--- src/rtl/div_sign_ctrl.sv ---
// ---------------------------------------------------------------------------
// div_sign_ctrl
//
// Sequencer around the 32-cycle unsigned restoring divider core. It accepts
// DIV/DIVU requests, rejects a zero divisor and turns signed operands into
// magnitudes for the core. It waits for the core to finish and restores the
// MIPS signs on the quotient (LO) and remainder (HI). BUSY stalls the control
// unit while an operation is in flight.
//
// Ports
//   clock          system clock, rising edge
//   reset          synchronous, active-high reset
//   DIV_REQ        request pulse, sampled only in IDLE
//   DIV_SIGNED     1 = DIV (signed), 0 = DIVU; sampled with DIV_REQ
//   RS, RT         dividend / divisor; sampled with DIV_REQ
//   DIV_END_IN     core done flag (level, held until the next start)
//   CORE_HI        core remainder
//   CORE_LO        core quotient
//   CORE_DIV_START core start, high for exactly one cycle
//   CORE_A/CORE_B  registered magnitude dividend / divisor to the core
//   HI_OUT/LO_OUT  registered final remainder / quotient
//   HILO_WRITE     one-cycle strobe: HI_OUT/LO_OUT valid, write HI/LO
//   BUSY           high from accepted request until HILO_WRITE or error
//   DIV_ZERO_EXC   one-cycle pulse: divisor was zero
//   TIMEOUT_ERR    one-cycle pulse: core never finished
//   dbg_state      current FSM state (IDLE=0, LAUNCH=1, WAIT=2, FIX=3)
//
// Handshake: a request is taken on any rising edge where DIV_REQ=1 and the
// FSM is IDLE (BUSY=0); there is no ready signal and requests arriving while
// busy are dropped, not queued. Exactly one of HILO_WRITE, DIV_ZERO_EXC or
// TIMEOUT_ERR pulses for one cycle per accepted request, unless reset
// abandons the operation first. HI_OUT/LO_OUT are valid while HILO_WRITE=1
// and hold until the next successful operation.
// ---------------------------------------------------------------------------
module div_sign_ctrl #(
    parameter int WIDTH   = 32,
    parameter int TIMEOUT = 40
) (
    input  logic             clock,
    input  logic             reset,
    input  logic             DIV_REQ,
    input  logic             DIV_SIGNED,
    input  logic [WIDTH-1:0] RS,
    input  logic [WIDTH-1:0] RT,
    input  logic             DIV_END_IN,
    input  logic [WIDTH-1:0] CORE_HI,
    input  logic [WIDTH-1:0] CORE_LO,
    output logic             CORE_DIV_START,
    output logic [WIDTH-1:0] CORE_A,
    output logic [WIDTH-1:0] CORE_B,
    output logic [WIDTH-1:0] HI_OUT,
    output logic [WIDTH-1:0] LO_OUT,
    output logic             HILO_WRITE,
    output logic             BUSY,
    output logic             DIV_ZERO_EXC,
    output logic             TIMEOUT_ERR,
    output logic [1:0]       dbg_state
);

    typedef enum logic [1:0] {
        S_IDLE   = 2'd0,
        S_LAUNCH = 2'd1,
        S_WAIT   = 2'd2,
        S_FIX    = 2'd3
    } state_t;

    // Counter only has to reach TIMEOUT-1: WAIT gives up on the edge that
    // would complete the TIMEOUT-th WAIT cycle.
    localparam int CW = $clog2(TIMEOUT + 1);
    localparam logic [CW-1:0] WAIT_LAST = CW'(TIMEOUT - 1);

    state_t           state, state_next;
    logic [CW-1:0]    wait_cnt, wait_cnt_next;
    logic             neg_q, neg_q_next;
    logic             neg_r, neg_r_next;
    logic [WIDTH-1:0] core_a_next, core_b_next;
    logic [WIDTH-1:0] hi_next, lo_next;
    logic             hilo_write_next;
    logic             busy_next;
    logic             zero_next;
    logic             timeout_next;

    // Sign of each operand only matters for DIV; DIVU treats bit 31 as data.
    logic rs_neg, rt_neg;
    assign rs_neg = DIV_SIGNED & RS[WIDTH-1];
    assign rt_neg = DIV_SIGNED & RT[WIDTH-1];

    // -----------------------------------------------------------------------
    // State and datapath registers
    // -----------------------------------------------------------------------
    always_ff @(posedge clock) begin
        if (reset) begin
            state        <= S_IDLE;
            wait_cnt     <= '0;
            neg_q        <= 1'b0;
            neg_r        <= 1'b0;
            CORE_A       <= '0;
            CORE_B       <= '0;
            HI_OUT       <= '0;
            LO_OUT       <= '0;
            HILO_WRITE   <= 1'b0;
            BUSY         <= 1'b0;
            DIV_ZERO_EXC <= 1'b0;
            TIMEOUT_ERR  <= 1'b0;
        end else begin
            state        <= state_next;
            wait_cnt     <= wait_cnt_next;
            neg_q        <= neg_q_next;
            neg_r        <= neg_r_next;
            CORE_A       <= core_a_next;
            CORE_B       <= core_b_next;
            HI_OUT       <= hi_next;
            LO_OUT       <= lo_next;
            HILO_WRITE   <= hilo_write_next;
            BUSY         <= busy_next;
            DIV_ZERO_EXC <= zero_next;
            TIMEOUT_ERR  <= timeout_next;
        end
    end

    // -----------------------------------------------------------------------
    // Next-state and next-output logic
    // -----------------------------------------------------------------------
    always_comb begin
        state_next      = state;
        wait_cnt_next   = wait_cnt;
        neg_q_next      = neg_q;
        neg_r_next      = neg_r;
        core_a_next     = CORE_A;
        core_b_next     = CORE_B;
        hi_next         = HI_OUT;
        lo_next         = LO_OUT;
        hilo_write_next = 1'b0;
        busy_next       = BUSY;
        zero_next       = 1'b0;
        timeout_next    = 1'b0;

        case (state)
            S_IDLE: begin
                if (DIV_REQ) begin
                    if (RT == '0) begin
                        // Zero divisor never reaches the core.
                        zero_next = 1'b1;
                    end else begin
                        // Quotient is negative when operand signs differ;
                        // remainder takes the sign of the dividend.
                        neg_q_next  = rs_neg ^ rt_neg;
                        neg_r_next  = rs_neg;
                        // 0x80000000 negates to itself, which is already the
                        // correct unsigned magnitude.
                        core_a_next = rs_neg ? -RS : RS;
                        core_b_next = rt_neg ? -RT : RT;
                        busy_next   = 1'b1;
                        state_next  = S_LAUNCH;
                    end
                end
            end

            S_LAUNCH: begin
                wait_cnt_next = '0;
                state_next    = S_WAIT;
            end

            S_WAIT: begin
                if (DIV_END_IN) begin
                    state_next = S_FIX;
                end else if (wait_cnt == WAIT_LAST) begin
                    timeout_next = 1'b1;
                    busy_next    = 1'b0;
                    state_next   = S_IDLE;
                end else begin
                    wait_cnt_next = wait_cnt + 1'b1;
                end
            end

            S_FIX: begin
                lo_next         = neg_q ? -CORE_LO : CORE_LO;
                hi_next         = neg_r ? -CORE_HI : CORE_HI;
                hilo_write_next = 1'b1;
                busy_next       = 1'b0;
                state_next      = S_IDLE;
            end

            default: begin
                state_next = S_IDLE;
            end
        endcase
    end

    // Start is a decode of the state register, so it is high for exactly the
    // single LAUNCH cycle and glitch-free.
    assign CORE_DIV_START = (state == S_LAUNCH);
    assign dbg_state      = state;

endmodule

--- config.mk ---
export PLATFORM = sky130hd
export DESIGN_NAME = div_sign_ctrl
export DESIGN_NICKNAME = d
export VERILOG_FILES = /design/src/rtl/div_sign_ctrl.sv
export SDC_FILE = /design/constraint.sdc
export NUM_CORES = 1
export LEC_CHECK = 0
export CORE_MARGIN = 5
export CORE_UTILIZATION = 35
export DETAILED_ROUTE_END_ITERATION = 10
export SLEW_MARGIN = 0
export SYNTH_ARGS = -nofsm -noshare
export SYNTH_HDL_FRONTEND = slang
export SYNTH_SLANG_ARGS = --single-unit
--- constraint.sdc ---
create_clock -name clock -period 4.49 [get_ports clock]
set_clock_uncertainty 0.05 [all_clocks]
set_input_delay 1.1225 -clock clock [delete_from_list [all_inputs] [get_ports clock]]
set_output_delay 1.1225 -clock clock [all_outputs]
set_load 0.05 [all_outputs]
==> images/met4.png <==
Supply wires on this layer in grey.
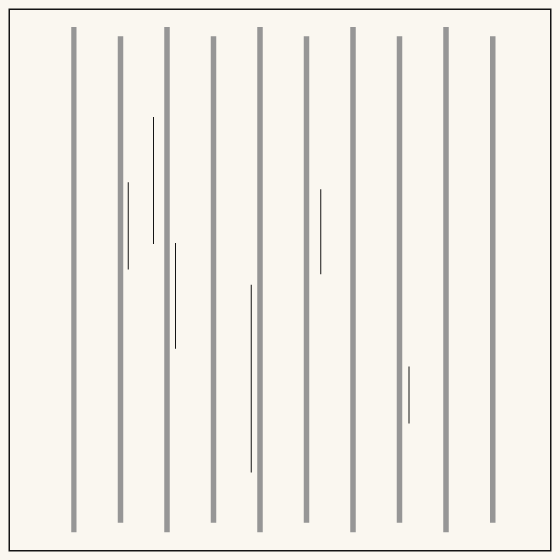
main direction = vertical
nets with wire on the layer = 3
wire length on this layer = 188 µm
share of all routed wire = 0.77%
DR vias: 7431
aggregate routed wire length: 24530 µm

==> images/met3.png <==
The bar under the picture is 50 µm long. Cells faint in the background.
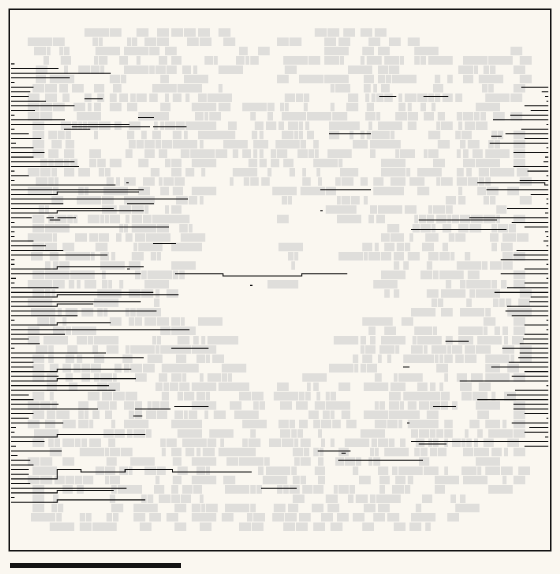
wire length on this layer = 2530 µm
longest straight run = 51.8 µm
main direction = horizontal
share of all routed wire = 10%
nets with wire on the layer = 193
met3 layer usage reported by global route: 8.221%

==> notes.org <==
* Flow results

** STA
- Worst setup slack after layout :: 0.7822 ns
- Fin Hold WS :: slightly above 0.4 ns
- Worst relative slew slack :: between 20% and 30%
- The flow reports an fmax of between 200 and 300 MHz.
- Slew at the pin closest to its max-slew limit :: ~1.1 ns
- Number of failing hold endpoints at the final stage :: 0
- Final critical delay including setup and external delays :: 3.708 ns
- Post-route period utilization is reported as roughly 83%.
- Unrepaired setup endpoints after global routing :: no
- Summed negative setup slack over all endpoints :: 0 ns
- Final setup violation count :: 0

** Finish
- In the final design database the tool counted 1293 nets.
- Combinational share of cell area :: around two fifths
- Logic Gate Count :: ~700
- In this run the layout overhead on the synthesized area is reported as 45.77%.
- Fill count :: 2108
- The design has about 140 sequential cells.
- Post-route cell area :: 11100 µm²
- The fraction of final cell area spent on clock buffers and inverters in this run is between 5 and 6%.

** Setup path
- CP delay by family, top :: simple AND/OR/NAND/NOR gates
- Critical path endpoint category :: flop
- Crit-path max cell delay :: just under 0.6 ns
- Worst setup path category :: input pin to flop
- According to the timing report, the data required time at the worst endpoint equals between 4 and 5 ns.
- Nature of the critical path startpoint :: input pin
- The timing report gives the worst reg2reg path a setup slack of 2.26 ns.

** Detailed routing
- Initial DRC count :: between 300 and 400
- The routed design shows a wire length per standard cell of between 15 and 20 µm.
- Nets still carrying antenna violations after routing amount to 0.
- For this run, design rule violations remaining after detail routing come to 0.
- First drt pass iteration count :: 6

** Die
- Die Span Y :: about 160 µm
- Site Rows :: about 54
- Boundary pin count :: approximately 270
- Per the OpenROAD floorplan log, the width of the die is ~160 µm.
- Tap cell instance count :: 280

** GRT
- The first global-routing pass estimated between 30000 and 40000 µm of wire.
- Per the GRT congestion report, total overflow comes to 0.
- Entering global routing, the biggest net connects 90 pins.
- Across every metal layer, demand over resource in global routing totals between 10% and 20%.

** Synth
- Post-Synthesis Cells :: slightly above 900
- The number of nets in the synthesized netlist is approximately 1100.
- Largest area contributor in the netlist :: sky130_fd_sc_hd__dfxtp_1
- The most frequently used library cell after synthesis is sky130_fd_sc_hd__dfxtp_1.
- By area the synthesized netlist is led by sky130_fd_sc_hd__dfxtp_1 (37%), sky130_fd_sc_hd__xor2_1 (7.7%), sky130_fd_sc_hd__o21ai_0 (6.2%), sky130_fd_sc_hd__xnor2_1 (5.6%), sky130_fd_sc_hd__a21oi_1 (5.3%).
- In this run, synthesis inferred 0 flip-flops with an integrated enable.
- Most common reg cell :: sky130_fd_sc_hd__dfxtp_1
- The share of synthesized area in the top cell type comes to 37.34%.
- The number of cells reported by Yosys stat comes to between 900 and 1000.
- Summed instance area of the synthesized netlist :: 7614 µm²
- After synthesis, the chip area reported by Yosys is 7614 µm².
- The commonest cells after synthesis are sky130_fd_sc_hd__dfxtp_1 (142), sky130_fd_sc_hd__o21ai_0 (95), sky130_fd_sc_hd__nor2_1 (85).
- Yosys printed 0 warnings.

** Placement
- Logged for this run, the post-placement worst setup slack is 0.3784 ns.
- PortBufs :: between 200 and 300

** Run status
- The flow ran to the end, and the final reports show no timing, DRC or antenna violations.

** Run
- The number of maximum-capacitance violations recorded for the run is 0.

** CTS
- Hold-fix buffers at CTS :: 0
- Counting along the longest clock path gives a buffer depth of 2.
- The number of setup buffers added after CTS is 0.
- TritonCTS created 17 clock buffers.

** Pwr
- For this design the ratio of total power to cell area is 354.5 nW/µm².
==> images/final_clocks.png <==
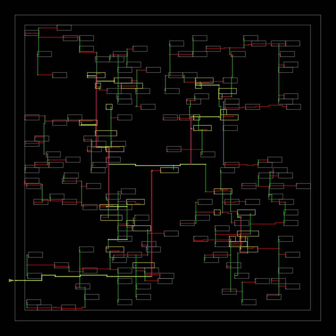
total clock sinks: 142
Power Clock: 0.00159 W
clock latency on the worst-skew pair: 0.41 ns

==> images/met1.png <==
The bar under the picture is 50 µm long. Supply wires on this layer in grey.
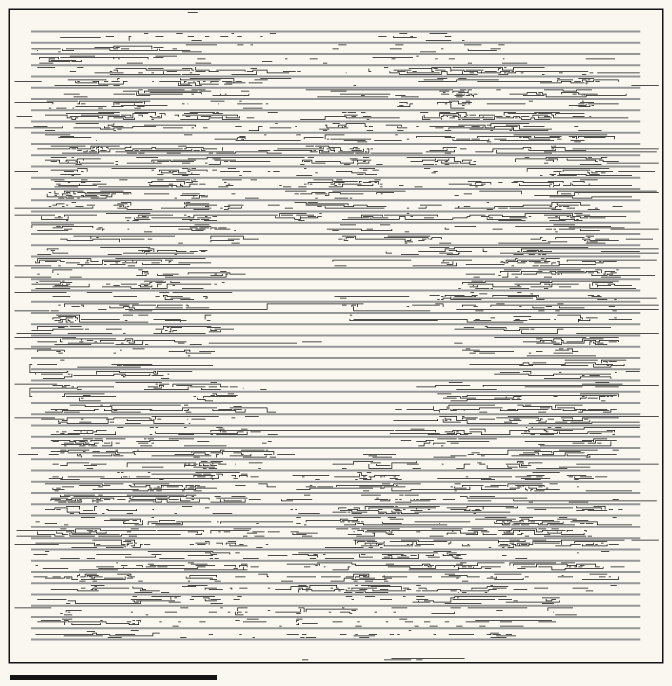
nets with wire on the layer = 1133
wire length on this layer = 11000 µm
longest straight run = 48.8 µm
share of all routed wire = 45%
main direction = horizontal
global-route track usage on met1: 24.67%

==> worst min-delay path: stages (launching register included) <==
cell	delay, ns
sky130_fd_sc_hd__dfxtp_1	0.31
sky130_fd_sc_hd__nand2_1	0.05
sky130_fd_sc_hd__a21oi_1	0.05
==> layer usage <==
layer	part of all wire [%]	vias to the layer above	routed length, µm	GRT usage, %
li1	-	3781	-	-
met1	45	3398	10990	24.67
met2	44	236	10820	30.69
met3	10	16	2525	8.221
met4	0.76	0	187	4.261
met5	0	-	0	0
==> registers in the layout (all words and copies together) (netlist names), 2 cells and up <==
signal,flops
CORE_A,32
CORE_B,32
HI_OUT,32
LO_OUT,32
wait_cnt,6
dbg_state,2
==> worst paths after layout <==
path | from | depth (start not counted) | endpoint
worst max-delay path | RT[20] | 8 | CORE_B[15]$_SDFFE_PP0P_
worst min-delay path | LO_OUT[31]$_SDFFE_PP0P_ | 2 | LO_OUT[31]$_SDFFE_PP0P_
worst max register to register | dbg_state[0]$_SDFFE_PP0P_ | 6 | HI_OUT[31]$_SDFFE_PP0P_
worst min register to register | LO_OUT[31]$_SDFFE_PP0P_ | 2 | LO_OUT[31]$_SDFFE_PP0P_
==> kinds of logic after synthesis <==
family | after synthesis | share of synthesized area, %
AOI/OAI and AO/OA | 299 | 25.65
and+or+nand+nor | 275 | 17.86
DFF | 142 | 37.34
xor gates and xnor gates | 116 | 13.34
buffers and inverters | 76 | 4.716
adders and majority gates | 5 | 0.8217
muxes | 2 | 0.2630
==> where the power goes <==
group	total [W]	leakage (nW)	internal (W)	switching (W)
Combinational	0.000956	2.21	0.000372	0.000584
Sequential	0.00139	1.16	0.00134	0.0000526
Clock	0.00159	0.316	0.000997	0.000589
Power figures rest on the tool's default switching activity, not on a simulated workload.
